## config.mk

```make
export PLATFORM = sky130hd
export DESIGN_NAME = mem_port_arbiter
export DESIGN_NICKNAME = d
export VERILOG_FILES = /design/src/rtl/mem_port_arbiter.sv
export SDC_FILE = /design/constraint.sdc
export NUM_CORES = 1
export LEC_CHECK = 0
export ABC_AREA = 1
export CAP_MARGIN = 10
export CORE_MARGIN = 2
export CORE_UTILIZATION = 33
export DETAILED_ROUTE_END_ITERATION = 7
export PLACE_DENSITY = 0.76
export SLEW_MARGIN = 20
export SYNTH_ARGS = -nofsm -noshare
export SYNTH_HDL_FRONTEND = slang
export SYNTH_SLANG_ARGS = --single-unit
```

## constraint.sdc

```tcl
create_clock -name clk -period 1.8 [get_ports clk]
set_clock_uncertainty 0.2 [all_clocks]
set_input_delay 0.36 -clock clk [delete_from_list [all_inputs] [get_ports clk]]
set_output_delay 0.36 -clock clk [all_outputs]
set_load 0.005 [all_outputs]
```

## src/rtl/mem_port_arbiter.sv

```systemverilog
// Shares one fixed-latency, single-ported memory between an instruction read port
// and a data read/write port; data wins unless the instruction port has aged out.
module mem_port_arbiter #(
    parameter int LAT      = 4,
    parameter int MAX_WAIT = 8,
    parameter int AW       = 16,
    parameter int DW       = 16,
    localparam int WW      = $clog2(MAX_WAIT + 1)
) (
    input  logic          clk,
    input  logic          rst,
    input  logic          i_req,
    input  logic [AW-1:0] i_addr,
    output logic          i_done,
    output logic [DW-1:0] i_rdata,
    input  logic          d_req,
    input  logic          d_wr,
    input  logic [AW-1:0] d_addr,
    input  logic [DW-1:0] d_wdata,
    output logic          d_done,
    output logic [DW-1:0] d_rdata,
    output logic          mem_rd,
    output logic          mem_wr,
    output logic [AW-1:0] mem_addr,
    output logic [DW-1:0] mem_wdata,
    input  logic          mem_stall,
    input  logic [DW-1:0] mem_rdata,
    output logic          busy,
    output logic          err,
    output logic [2:0]    dbgState,
    output logic [WW-1:0] dbgWaitCnt
);

    localparam int LW = (LAT > 1) ? $clog2(LAT) : 1;

    typedef enum logic [2:0] {
        IDLE   = 3'd0,
        BUSY_I = 3'd1,
        BUSY_D = 3'd2,
        DONE_I = 3'd3,
        DONE_D = 3'd4
    } state_t;

    state_t        state;
    logic [LW-1:0] latCnt;
    logic [WW-1:0] waitCnt;
    logic          curWr;
    logic          grantD;
    logic          grantI;
    logic          accept;
    logic          oddAddr;
    logic          dropErr;
    logic          doneErr;
    logic          iAged;

    assign iAged = i_req && (waitCnt == WW'(MAX_WAIT));

    // Arbitration is combinational and only live in IDLE; reset gates it so every
    // memory command reads 0 while rst is low.
    always_comb begin
        grantD = 1'b0;
        grantI = 1'b0;
        if (rst && state == IDLE) begin
            if (d_req && !iAged) begin
                grantD = 1'b1;
            end else if (i_req) begin
                grantI = 1'b1;
            end
        end
    end

    assign mem_rd    = grantI | (grantD & ~d_wr);
    assign mem_wr    = grantD & d_wr;
    assign mem_addr  = grantD ? {d_addr[AW-1:1], 1'b0} :
                       grantI ? {i_addr[AW-1:1], 1'b0} : '0;
    assign mem_wdata = (grantD && d_wr) ? d_wdata : '0;
    assign accept    = (mem_rd | mem_wr) & ~mem_stall;

    assign oddAddr = (grantD & d_addr[0]) | (grantI & i_addr[0]);
    assign dropErr = ((state == BUSY_I || state == DONE_I) && !i_req) ||
                     ((state == BUSY_D || state == DONE_D) && !d_req);
    assign doneErr = (i_done && !i_req) || (d_done && !d_req);

    assign busy       = (state != IDLE);
    assign dbgState   = state;
    assign dbgWaitCnt = waitCnt;

    always_ff @(posedge clk or negedge rst) begin
        if (!rst) begin
            state   <= IDLE;
            latCnt  <= '0;
            waitCnt <= '0;
            curWr   <= 1'b0;
            err     <= 1'b0;
            i_done  <= 1'b0;
            d_done  <= 1'b0;
            i_rdata <= '0;
            d_rdata <= '0;
        end else begin
            i_done <= 1'b0;
            d_done <= 1'b0;

            if (oddAddr || dropErr || doneErr) begin
                err <= 1'b1;
            end

            // Aging counts every denied cycle, including while another access is in flight.
            if (!i_req || (grantI && accept)) begin
                waitCnt <= '0;
            end else if (waitCnt != WW'(MAX_WAIT)) begin
                waitCnt <= waitCnt + 1'b1;
            end

            case (state)
                IDLE: begin
                    if (accept) begin
                        state  <= grantD ? BUSY_D : BUSY_I;
                        curWr  <= grantD & d_wr;
                        latCnt <= LW'(LAT - 1);
                    end
                end
                BUSY_I: begin
                    if (latCnt == '0) begin
                        i_rdata <= mem_rdata;
                        i_done  <= 1'b1;
                        state   <= DONE_I;
                    end else begin
                        latCnt <= latCnt - 1'b1;
                    end
                end
                BUSY_D: begin
                    if (latCnt == '0) begin
                        if (!curWr) begin
                            d_rdata <= mem_rdata;
                        end
                        d_done <= 1'b1;
                        state  <= DONE_D;
                    end else begin
                        latCnt <= latCnt - 1'b1;
                    end
                end
                DONE_I, DONE_D: state <= IDLE;
                default:        state <= IDLE;
            endcase
        end
    end

endmodule
```

Fig. 1: sequential cells grouped by signal name
Scale bar: 20 um.
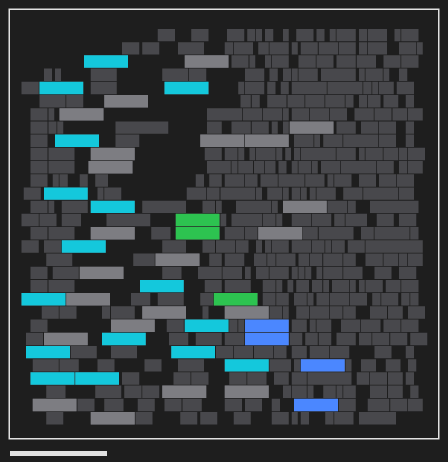
dbgState: drawn in green, flops 3. dbgWaitCnt: drawn in blue, flops 4. i_rdata: drawn in cyan, flops 16.
Another 22 sequential cells are not colored.

Fig. 2: cell classes on the final placement
Scale bar: 20 um.
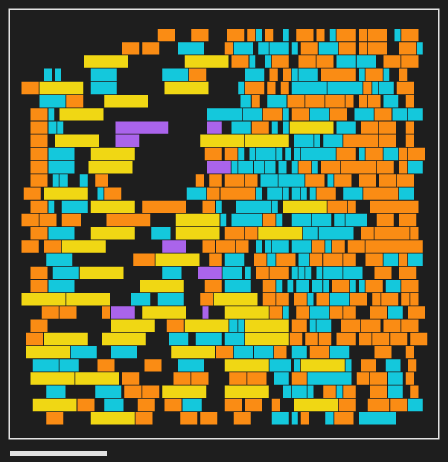
clock drivers and dummy loads: drawn in purple, cells 8. other buffers and delay cells: drawn in orange, cells 213. flip-flops: drawn in yellow, cells 45. all other logic: drawn in cyan, cells 177.

==> reports/qor.json <==
{
  "run_status": {"value": "finished with violations"},
  "failing_checks": {"value": "setup timing"},
  "final.fill_count": {"value": 494},
  "post-route-worst-setup-slack": {"value": -0.670, "unit": "ns"},
  "worstHoldPathType": {"value": "input port to asynchronous set/reset pin"},
  "post_synthesis_async_set_or_reset_flop_share": {"value": 1.00},
  "clock_path_buffers": {"value": 2},
  "synthMostInstantiatedCell": {"value": "sky130_fd_sc_hd__dfrtp_1"},
  "setup_viol_count_final": {"value": 64},
  "dieArea": {"value": 7770, "unit": "um^2"},
  "place.port_buffers": {"value": 145},
  "maximum_number_of_pins_on_one_net_before_global_route_repair": {"value": 46},
  "post-cts-setup-buffer-count": {"value": 21},
  "htreeDepth": {"value": 2},
  "grt_first_pass_wirelength": {"value": 12.1, "unit": "mm"},
  "postSynth.topFlopCell": {"value": "sky130_fd_sc_hd__dfrtp_1"},
  "postSynthCellCount": {"value": 224},
  "max_stage_delay": {"value": 0.38, "unit": "ns"},
  "grt-ovfl-total": {"value": 0},
  "post-place-ws": {"value": -0.895, "unit": "ns"},
  "syn_nets": {"value": 297}
}
Fig. 3: routed metal, one color a layer
Scale bar: 20 um. Two of the layers only.
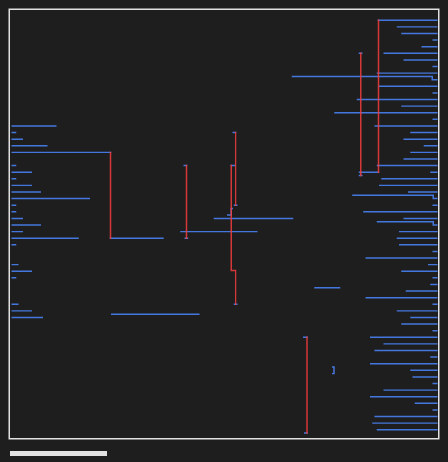
met4: drawn in red, wire length 153 um. met3: drawn in blue, wire length 694 um.

area by class of cell:
type / instances / area share
inverters: 35 / 0.0283
multi-input cells: 142 / 0.282
well taps: 96 / 0.0245
flip-flops and latches: 45 / 0.229
clock inverters: 2 / 0.00790
repair buffers: 213 / 0.413
clock buffers: 6 / 0.0148
routing by layer:
metal	GRT usage	vias to the layer above	part of all wire
li1	-	1167	-
met2	0.390	110	0.54
met4	0.0606	0	0.017
met1	0.214	1206	0.36
met5	0	-	0
met3	0.0481	14	0.077
logic make-up after synthesis:
kind of cell    synth area share
compound gates            0.0884
xor+xnor                 0.00750
fa+ha+maj                 0.0161
buf+inv                   0.0819
flops                      0.482
mux                        0.153
other cells              0.00161
simple gates               0.170
